$ cat config.mk
export PLATFORM = sky130hd
export DESIGN_NAME = seg7_entry_scan
export DESIGN_NICKNAME = d
export VERILOG_FILES = /design/src/rtl/seg7_entry_scan.sv
export SDC_FILE = /design/constraint.sdc
export NUM_CORES = 1
export LEC_CHECK = 0
export ABC_AREA = 0
export CAP_MARGIN = 20
export CELL_PAD_IN_SITES_DETAIL_PLACEMENT = 2
export CELL_PAD_IN_SITES_GLOBAL_PLACEMENT = 2
export CORE_AREA = 2 2 92 94
export DETAILED_ROUTE_END_ITERATION = 8
export DIE_AREA = 0 0 94 96
export PLACE_DENSITY_LB_ADDON = 0.12
export SLEW_MARGIN = 20
export SYNTH_ARGS = -nofsm -noshare
export SYNTH_HDL_FRONTEND = slang
export SYNTH_SLANG_ARGS = --single-unit
$ cat constraint.sdc
create_clock -name clk -period 5.7 [get_ports clk]
set_input_delay 0.855 -clock clk [delete_from_list [all_inputs] [get_ports clk]]
set_output_delay 0.855 -clock clk [all_outputs]
set_load 0.005 [all_outputs]
$ cat src/rtl/seg7_entry_scan.sv
// Keypad-entry digit store driving one time-multiplexed 7-segment bus.
// Optional SEG7_LEADING_BLANK_EN blanks positions at or above the entry count.
module seg7_entry_scan #(
  parameter int NUM_DIGITS = 6,
  parameter int SCAN_DIV   = 50000,
  parameter int ACTIVE_LOW = 1,
  parameter int OVERWRITE  = 1
) (
  input  logic                              clk,
  input  logic                              rst,
  input  logic [3:0]                        key_code,
  input  logic                              key_valid,
  input  logic                              bksp,
  input  logic                              clr,
  output logic [6:0]                        seg,
  output logic [NUM_DIGITS-1:0]             dig_en,
  output logic [$clog2(NUM_DIGITS+1)-1:0]   count,
  output logic                              full,
  output logic                              ovf
);

  localparam int CNT_W = $clog2(NUM_DIGITS + 1);
  localparam int IDX_W = $clog2(NUM_DIGITS);
  localparam int DIV_W = $clog2(SCAN_DIV);

  localparam logic [6:0]            SEG_OFF = (ACTIVE_LOW != 0) ? 7'h7F : 7'h00;
  localparam logic [NUM_DIGITS-1:0] DIG_OFF = (ACTIVE_LOW != 0) ? {NUM_DIGITS{1'b1}}
                                                                : {NUM_DIGITS{1'b0}};

  logic [3:0]            digit_q [NUM_DIGITS];
  logic [3:0]            digit_d [NUM_DIGITS];
  logic [CNT_W-1:0]      count_q, count_d;
  logic                  ovf_q, ovf_d;
  logic [DIV_W-1:0]      div_q, div_d;
  logic [IDX_W-1:0]      idx_q, idx_d;
  logic [6:0]            seg_q, seg_d;
  logic [NUM_DIGITS-1:0] dig_en_q, dig_en_d;
  logic [6:0]            seg_raw;
  logic [NUM_DIGITS-1:0] onehot;
  logic                  full_w;

  function automatic logic [6:0] hex7(input logic [3:0] v);
    case (v)
      4'h0: hex7 = 7'h3F;
      4'h1: hex7 = 7'h06;
      4'h2: hex7 = 7'h5B;
      4'h3: hex7 = 7'h4F;
      4'h4: hex7 = 7'h66;
      4'h5: hex7 = 7'h6D;
      4'h6: hex7 = 7'h7D;
      4'h7: hex7 = 7'h07;
      4'h8: hex7 = 7'h7F;
      4'h9: hex7 = 7'h67;
      4'hA: hex7 = 7'h77;
      4'hB: hex7 = 7'h7C;
      4'hC: hex7 = 7'h39;
      4'hD: hex7 = 7'h5E;
      4'hE: hex7 = 7'h79;
      default: hex7 = 7'h71;
    endcase
  endfunction

  assign full_w = (count_q == CNT_W'(NUM_DIGITS));

  // clr beats bksp beats key_valid; the losers in a shared cycle are dropped
  always_comb begin
    digit_d = digit_q;
    count_d = count_q;
    ovf_d   = 1'b0;
    if (clr) begin
      for (int i = 0; i < NUM_DIGITS; i++) digit_d[i] = 4'h0;
      count_d = '0;
    end else if (bksp) begin
      if (count_q != '0) begin
        for (int i = 0; i < NUM_DIGITS - 1; i++) digit_d[i] = digit_q[i+1];
        digit_d[NUM_DIGITS-1] = 4'h0;
        count_d = count_q - CNT_W'(1);
      end
    end else if (key_valid) begin
      if (!full_w || (OVERWRITE != 0)) begin
        for (int i = NUM_DIGITS - 1; i > 0; i--) digit_d[i] = digit_q[i-1];
        digit_d[0] = key_code;
      end
      if (!full_w) count_d = count_q + CNT_W'(1);
      else         ovf_d   = 1'b1;
    end
  end

  always_comb begin
    div_d = div_q + DIV_W'(1);
    idx_d = idx_q;
    if (div_q == DIV_W'(SCAN_DIV - 1)) begin
      div_d = '0;
      idx_d = (idx_q == IDX_W'(NUM_DIGITS - 1)) ? '0 : idx_q + IDX_W'(1);
    end
  end

  always_comb begin
    seg_raw = hex7(digit_q[idx_q]);
`ifdef SEG7_LEADING_BLANK_EN
    // an empty display still shows a single "0" in the rightmost position
    if (CNT_W'(idx_q) >= count_q)
      seg_raw = ((count_q == '0) && (idx_q == '0)) ? 7'h3F : 7'h00;
`endif
    onehot   = NUM_DIGITS'(1) << idx_q;
    seg_d    = (ACTIVE_LOW != 0) ? ~seg_raw : seg_raw;
    dig_en_d = (ACTIVE_LOW != 0) ? ~onehot  : onehot;
  end

  always_ff @(posedge clk or posedge rst) begin
    if (rst) begin
      for (int i = 0; i < NUM_DIGITS; i++) digit_q[i] <= 4'h0;
      count_q  <= '0;
      ovf_q    <= 1'b0;
      div_q    <= '0;
      idx_q    <= '0;
      seg_q    <= SEG_OFF;
      dig_en_q <= DIG_OFF;
    end else begin
      digit_q  <= digit_d;
      count_q  <= count_d;
      ovf_q    <= ovf_d;
      div_q    <= div_d;
      idx_q    <= idx_d;
      seg_q    <= seg_d;
      dig_en_q <= dig_en_d;
    end
  end

  assign seg    = seg_q;
  assign dig_en = dig_en_q;
  assign count  = count_q;
  assign full   = full_w;
  assign ovf    = ovf_q;

endmodule

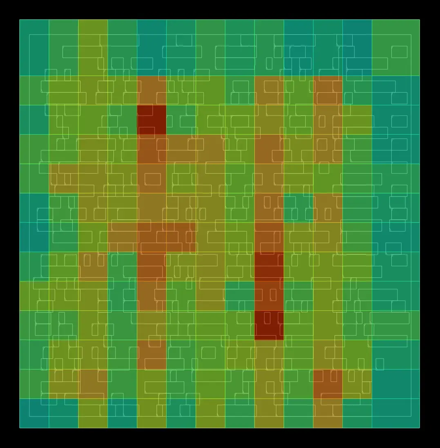
(run_1/congestion.png)
global routing met1 resource utilization: 23.7%
global-route met2 utilization: 28.2%

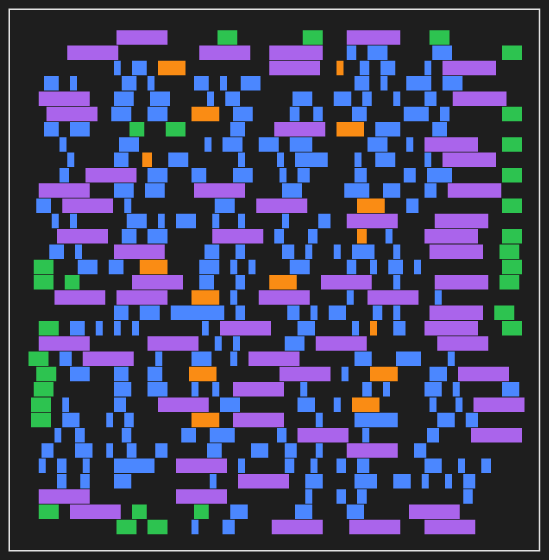
(run_1/placement_by_type.png)
class	color	cells
combinational and other logic	blue	221
sequential cells	purple	60
remaining buffers and delay cells	green	30
clock drivers and dummy loads	orange	15

==> run notes, run 1 <==
Results of the implementation run.

The run finished with clean final reports. Of all flip-flops after synthesis, the portion carrying an async set or reset was 100%. The vias per cell came out at 5.29. The buffer count from post-CTS setup fixing is 0. Clock tree synthesis selected as its root buffer the cell clkbuf_8. The standard cell area after detailed placement is 0.00343 mm².

The number of hold-slack violations in the final timing report came out at 0. The critical path startpoint is bksp. The register share of total power came out at 49.5%. The final timing report derives a shortest allowable period of 2.96 ns.

The overall routing resource usage is 17.6%. The analysis attributes to cell leakage a power of 1.55 nW. The total of cells resized after clock tree synthesis is 0. STA lists the maximum fanout along the critical path as 27. The switching component of the power was reported as 0.000249 W. The signal arrival time at the worst endpoint came out at ~3.2 ns. The worst-case hold slack is around 0.47 ns. The DRC violations left is 0. The repair_antennas step left the layout with diodes totalling 0. The number of warnings reported in the yosys synthesis log is 0. The ratio of total power to cell area came out at 260 mW/mm². The violation count after the first detailed-routing iteration came out at 85. The initial antenna violation count came out at 0. In this run the worst hold path is classified as reg -> reg. Adding up every negative setup slack in the final design gives 0 ns. The slew at the pin closest to its max-slew limit is ~0.95 ns. The count of TritonRoute iterations in the first routing pass is 4. The multi-input combinational cell area is between 0.001 and 0.0015 mm². In this run the tool buffered the top-level ports with 26 buffer cells.

After routing the design area is 0.00360 mm². The global routing report lists met3 layer usage as 3.05%. The clock network fraction of design power came out at 36.4%. The worst path required time came out at 5.94 ns. The share of the core filled by cells before placement came out at 38.6%. For this run the aggregate overflow at the end of global routing stands at 0. A synthesized cell averages 10.4 µm². The startpoint class of the critical path is a primary input. The horizontal die dimension reported for this design is 94 µm. The filler cell count came out at 866.

The pre-CTS setup check shows a worst slack of around 2.3 ns. The final routed wirelength across all metal layers came out at 7030 µm. The area enclosed by the die boundary came out at 0.00902 mm². The number of different library cells in the post-synthesis netlist is between 40 and 50.

The vertical die dimension reported for this design is 96 µm. The core region area is 0.00805 mm². Measured against its own limit, the worst slew margin works out to 36.5%.

The synthesized design devotes to its leading area cell type 37.9% of total area. The source-to-sink clock delay at the later pin of the worst-skew pair is 0.34 ns. Global routing put the most usage on met2. In this run switching power makes up between 20% and 30% of total power. The number of failing setup endpoints in the final timing report is 0. In the finished design, the share of the clock period the worst path needs comes to slightly above 50%. The dominant synthesized flop cell is dfrtp_1. Setup repair after global routing left no endpoint under its margin.

The average wire per cell in the routed design is around 16 µm. The worst setup margin is ~2.7 ns. TritonCTS built the clock tree. The area growth from synthesis to final layout came out at 16.0%. The final route contains 2,279 vias. The area of the mapped netlist came out at roughly 0.0031 mm². Per the final layout report, the fraction of cells sized above drive strength 1 comes to between 10% and 20%.

The number of hold buffers added after CTS is 0. The post-layout net count is 339. The end-of-flow core utilization is 44.7%. The detailed placer's ending HPWL came out at 4690 µm. The H-tree depth is 3. The cell type that accounts for the most area after synthesis is dfrtp_1. The largest net degree at the start of global routing is 61. Of the total power, combinational logic draws 14.1%. dfrtp_1 is the most common cell in the netlist. The critical path start-end classification is in -> reg.

The combined flip-flop and latch cell area came out at 0.00152 mm². The number of nets in the synthesized netlist came out at 316.
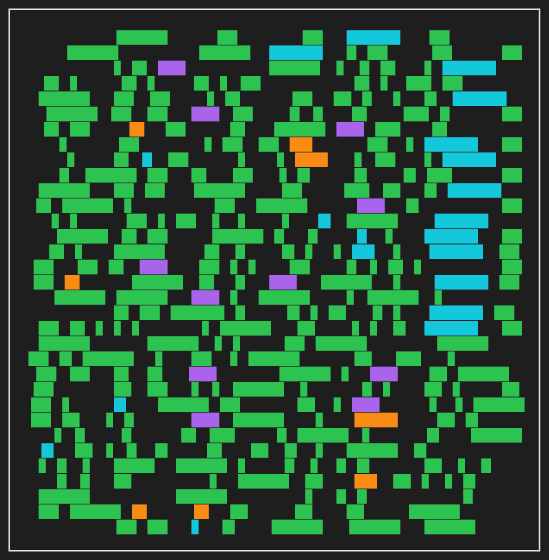
(run_1/sizes.png)
size	color	cells	most used
_2 cells	cyan	20	dfstp_2
_3 and _4 cells	orange	8	buf_4
_0 and _1 cells	green	287	dfrtp_1
_6 and larger	purple	11	clkbuf_8

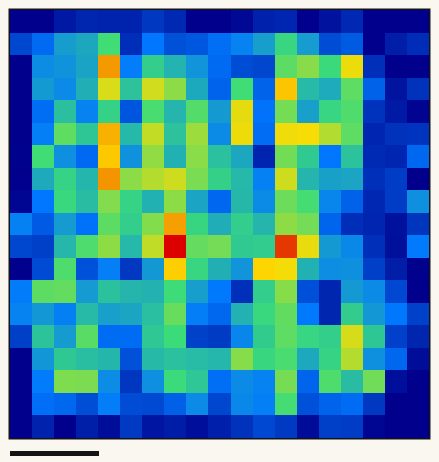
(run_1/metal_density.png)
Bar = 20 µm. The die is cut into 19 by 19 equal tiles; dark blue is low, red is high, scaled to the fullest tile. Values are wire area over tile area, all layers added.
tiles over half the peak	21%
fullest tile	0.38
nearly empty tiles	9.7%
mean over tiles	0.12

==> run 1: state kept, by name, summed over array words and instances, names as in the netlist <==
| name | flops |
|---|---|
| digit_q | 24 |
| div_q | 16 |
| count | 3 |
| seg | 7 |
| dig_en | 6 |
| ovf | 1 |
| idx_q | 3 |
==> run 1: worst paths after layout <==
| check | slack [ns] | cells past startpoint | to |
|---|---|---|---|
| max in group asynchronous | 4.15 | 3 | digit_q[3] |
| min | 0.47 | 1 | div_q[0] |
| min reg2reg | 0.47 | 1 | div_q[0] |
| max reg2reg | 2.82 | 6 | seg[3] |
| max | 2.74 | 7 | digit_q[8] |
| min in group asynchronous | 1.06 | 3 | count[2] |
==> run 1: kinds of logic after synthesis <==
| family | synth area share [%] |
|---|---|
| XOR/XNOR | 4.51 |
| buffers and inverters | 4.31 |
| flip-flops | 48.9 |
| AND/OR/NAND/NOR | 16.4 |
| adder cells (fa/ha/maj) | 3.47 |
| multiplexers | 12.2 |
| AND-OR/OR-AND | 10.2 |
==> run 1: stage by stage <==
stage	std cells	total power, W
global placement	416	0.000604
detailed placement	416	0.000607
CTS	431	0.000957
floorplan	299	0.000549
global route	431	0.000990
finish	431	0.000938
==> run 1: layout make-up <==
cell class                      instances  area share, %
Sequential cell                        60           42.1
Clock inverter                          2          0.278
Timing Repair Buffer                   30           8.06
Multi-Input combinational cell        211           40.4
Clock buffer                           13           4.41
Inverter                               10           1.04
Tap cell                              105           3.65
==> run 1: critical path, delay by kind of cell <==
family | cells | cell delay (ns)
buffers and inverters | 3 | 1.22
AND-OR/OR-AND | 2 | 0.28
AND/OR/NAND/NOR | 2 | 0.83
==> run 1: layout by cell type (no fill, tap or decap), types with 2 or more instances in the layout <==
master,netlist,layout
nand4_1,3,3
or3_1,2,2
clkinv_2,0,2
nor3_1,10,10
a211oi_1,3,3
o21ai_0,8,8
nand2_1,41,41
dfstp_2,13,13
o22ai_1,4,4
ha_1,7,7
nand2b_1,2,2
clkdlybuf4s50_1,0,26
and3_1,3,3
xnor2_1,9,9
inv_1,10,9
a2111oi_0,2,2
buf_4,1,4
o31ai_1,21,21
nor4_1,2,2
clkbuf_1,8,2
nor2_1,25,24
or2_2,2,2
xor2_1,7,7
dfrtp_1,47,47
a21oi_1,4,4
nand3_1,7,7
mux2i_1,34,34
clkbuf_8,0,11
==> run 1: power by group through the flow <==
stage / Sequential [W] / Clock [W] / Combinational (W)
after floorplan: 0.000471 / 0 / 0.0000784
after global placement: 0.000472 / 0 / 0.000132
after detailed placement: 0.000473 / 0 / 0.000134
after CTS: 0.000465 / 0.000356 / 0.000136
after global routing: 0.000468 / 0.000371 / 0.000150
final: 0.000465 / 0.000341 / 0.000132
==> run 1: layer usage <==
layer | vias up | wire, µm
li1 | 1091 | -
met1 | 1148 | 3470
met2 | 31 | 3290
met3 | 9 | 155
met4 | 0 | 120
met5 | - | 0
==> run_1/cell_density.png <==
Bar = 20 µm. The die is cut into 9 by 10 equal tiles; dark blue is low, red is high, 0 to 100% covered.
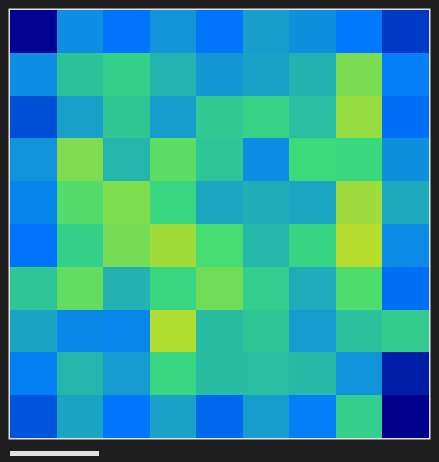

--- run 2 (diff from run 1) ---
Settings changed: CORE_AREA 2 2 92 94 to 2 2 95 97, DIE_AREA 0 0 94 96 to 0 0 97 99.
Clock period 5.7 ns to 2.97 ns, I/O delays scaled along.
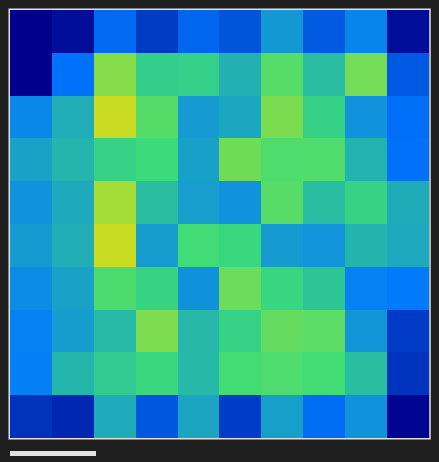
(run_2/cell_density.png)
Bar = 20 µm. The die is cut into 10 by 10 equal tiles; dark blue is low, red is high, 0 to 100% covered.
nearly empty tiles	3.0%
fullest tile	68%
mean over tiles	37%

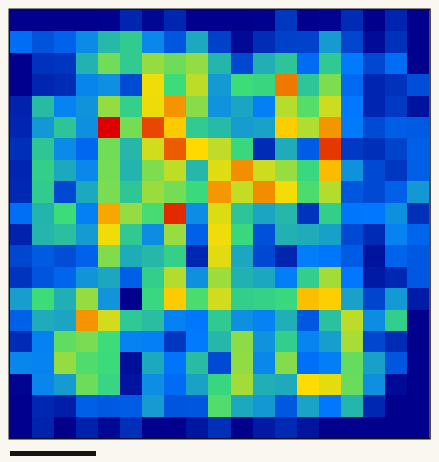
(run_2/metal_density.png)
Bar = 20 µm. The die is cut into 19 by 20 equal tiles; dark blue is low, red is high, scaled to the fullest tile. Values are wire area over tile area, all layers added.
fullest tile	0.35
tiles over half the peak	22%
mean over tiles	0.12
densest ninth of the die	middle

==> run notes, run 2 <==
Results of the implementation run.

The vias per cell came out at between 5 and 6. The total cell area reported by yosys after synthesis is 0.00310 mm². Sorting the synthesized cells by area gives the leading types as dfrtp_1, dfstp_2, mux2i_1. The core region area came out at 0.00855 mm².

Counting only logic cells after layout, the most numerous master is dfrtp_1. The routed layout reports a DRC error count of 0. The violation count after the first detailed-routing iteration came out at 76.

In the setup report, the worst path falls into the class reg -> reg. The source-to-sink clock delay at the later pin of the worst-skew pair came out at 0.33 ns. The root buffer cell chosen for the clock tree is clkbuf_8.

The portion of synthesized cell area occupied by the leading cell type came out at 37.9%. The initial antenna violation count was 0. The ratio of total power to cell area came out at around 490 mW/mm². The total placed cells including tap cells came out at about 430. Across all layers, the routed design uses around 2,300 vias. The number of enable flip-flop cells came out at 0. The number of placement rows came out at 34. The TritonCTS clock tree is done. The highest supply drop recorded on VDD is 0.199 mV. In this run the cell area of the synthesized design comes to between 0.003 and 0.004 mm². Per the layout area report, the combinational gate area comes to ~0.0015 mm². For the pin with the worst max-slew slack, the measured transition is 0.556 ns. The cell count listed in synth_stat.txt came out at 299.

The area growth from synthesis to final layout came out at 17.7%. The count of TritonRoute iterations in the first routing pass is 4. The antenna cell count is 0. The worst setup path is captured at a flop. The area enclosed by the die boundary is 0.00960 mm². The filler cell count came out at 906. The post-route antenna net violation count is 0.

In this run the vertical extent of the chip is 99 µm. The final routed wirelength across all metal layers is 7290 µm. The H-tree depth came out at 3. The buffer count from post-CTS setup fixing is 0. The via count of the first global-routing pass is 2,538. The standard cell area after detailed placement came out at 0.00348 mm². The leading cell type by number of instances after synthesis is dfrtp_1. The maximum buffer depth of the clock tree is 2. The remaining max-slew budget at the tightest pin is 62.9%. The number of sinks handled by clock tree synthesis is 60.

The layout report lists the combined flip-flop and latch area as 0.00152 mm². The placement summary gives the final routability congestion estimate as around 0.77. The power report attributes to the sequential group a share of 49.4%. For the final database, setup skew stands at 0.00606 ns. The synthesized area per cell is just over 10 µm².

The global-route wire length before repair came out at 12,900 µm. Per the breakdown, switching nets consume between 20% and 30% of all power. The fraction of power consumed by combinational cells came out at 14.4%. 27 I/O pins were placed.

The number of hold buffers added after CTS came out at 0. The signal arrival time at the worst endpoint is 2.59 ns. Checking hold timing, the worst path is listed with class reg -> reg. At floorplan, the net count of the design was reported as 316. The internal portion of the total power is between 0.001 and 0.0015 W.

The register name with the most flops is digit_q. The reported leakage power came out at between 1.5 and 2 nW. After technology mapping, the gate count stands at approximately 300. The clock network fraction of design power is between 30% and 40%.

The total count of max-transition violations in the final report came out at 0. The critical-path maximum fanout is 14. The clock transition time at the flip-flop clock pins of the worst setup and hold paths came out at approximately 0.060 ns. The width of the die is between 90 and 100 µm.

Setup repair after global routing left no endpoint under its margin. The total of cells resized after clock tree synthesis is 0. For reference, the top cells by count after synthesis are dfrtp_1, nand2_1, mux2i_1.

The time the final worst path needs with I/O delays and setup came out at between 2 and 2.5 ns. The detailed placer's ending HPWL came out at about 5200 µm. The post-layout net count came out at about 350. The setup slack on the worst flop-to-flop path is 0.63 ns. The final layout reports a setup TNS of 0 ns.

The total clock buffers created by CTS is 9. The number of hold-slack violations in the final timing report is 0. The fraction of final layout cells sized beyond drive strength 1 is 13.5%. The flip-flop count of the largest register after layout came out at 24. The maximum operating frequency is 0.428 GHz. The number of standard cells in the layout, taps in and fillers out is between 400 and 500. Of the available clock period, the critical path in the final layout requires 78.6%. The most common logic cells in the final layout are dfrtp_1, nand2_1, mux2i_1.

The synthesis stat section lists a flop and latch total of 60. In this run the power spent charging and discharging nets is 0.000476 W. Among all flip-flop cells after synthesis, the most frequent one is dfrtp_1. The share of flip-flops with an asynchronous set or reset after synthesis came out at 100%. The number of different library cells in the post-synthesis netlist came out at between 40 and 50. The share of the core area taken by cells at floorplan is roughly 36%.

Entering global routing, the biggest net connects 49 pins. The run finished with clean final reports. The startpoint class of the critical path is a flop. The final standard cell area without fillers is 0.00365 mm².

The worst path required time came out at 3.22 ns. The biggest area contributor in the post-synthesis netlist is dfrtp_1. The global route total overflow is 0. The final report lists the setup-violating endpoint count as 0. The max capacitance violation total came out at 0. The quantity of I/O buffers inserted on ports is 26.

The number of warnings reported in the yosys synthesis log came out at 0. The number of warning messages in the logs came out at 30. For this run, the register share of the synthesized area comes to 48.9%.
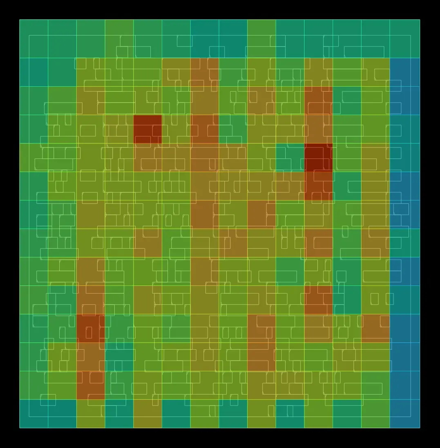
(run_2/congestion.png)
gr usage total: 16.7%
average wire per cell in the routed design: 16.5 µm
busiest metal layer after global routing: met2
global-route met2 utilization: 27.8%

run 2: cell counts after synthesis:
No cell type changed its count.
run 2: area by class of cell:
| cell class | instances | area share [%] |
|---|---|---|
| clock buffers | 14 | 4.45 |
| clock inverters | 2 | 0.274 |
| inverters | 10 | 1.03 |
| multi-input cells | 211 | 39.8 |
| flip-flops and latches | 60 | 41.5 |
| well taps | 108 | 3.70 |
| repair buffers | 36 | 9.18 |
run 2: critical path, stage by stage, from the launching register on:
cell	delay (ns)
dfrtp_1	0.68
mux4_1	0.38
a21oi_1	0.37
ha_1	0.31
inv_1	0.08
o211a_1	0.22
nor3_1	0.20
run 2: power by group through the flow:
stage	clock network [W]	logic, W	registers, W
floorplan	0	0.000151	0.000903
global placement	0	0.000259	0.000907
detailed placement	0	0.000264	0.000908
CTS	0.000679	0.000267	0.000894
global route	0.000721	0.000295	0.000899
finish	0.000653	0.000261	0.000894
run 2: cell families (layout without fill, tap and decap cells):
family | after synthesis | in the layout | share of synthesized area [%]
compound gates | 46 | 46 | 10.2
xor+xnor | 16 | 16 | 4.51
fa+ha+maj | 8 | 8 | 3.47
buf+inv | 28 | 62 | 4.31
flops | 60 | 60 | 48.9
mux | 36 | 36 | 12.2
simple gates | 105 | 105 | 16.4
run 2: stage by stage:
step / hold WS [ns] / total power [W] / setup WS, ns / utilization (%)
2_1_floorplan: 0.424 / 0.00105 / 0.857 / -
3_3_place_gp: 0.445 / 0.00117 / 0.712 / 40.7
3_5_place_dp: 0.453 / 0.00117 / 0.627 / 40.7
4_1_cts: 0.462 / 0.00184 / 0.606 / 42.7
5_1_grt: 0.473 / 0.00191 / 0.321 / 42.7
6_report: 0.454 / 0.00181 / 0.634 / 42.7
run 2: path summary, 6_finish.rpt:
check / start / cells after the start / end
max: idx_q[1] / 6 / seg[3]
min: div_q[0] / 1 / div_q[0]
max reg2reg: idx_q[1] / 6 / seg[3]
min reg2reg: div_q[0] / 1 / div_q[0]
max in group asynchronous: rst / 3 / seg[5]
min in group asynchronous: rst / 2 / count[2]
run 2: layer usage:
layer	part of all wire [%]	vias up	track usage, %
li1	-	1104	-
met1	48	1178	21.8
met2	48	29	27.8
met3	2.8	8	4.89
met4	0.92	0	3.79
met5	0	-	0
Power is estimated from default activity; no workload was simulated.
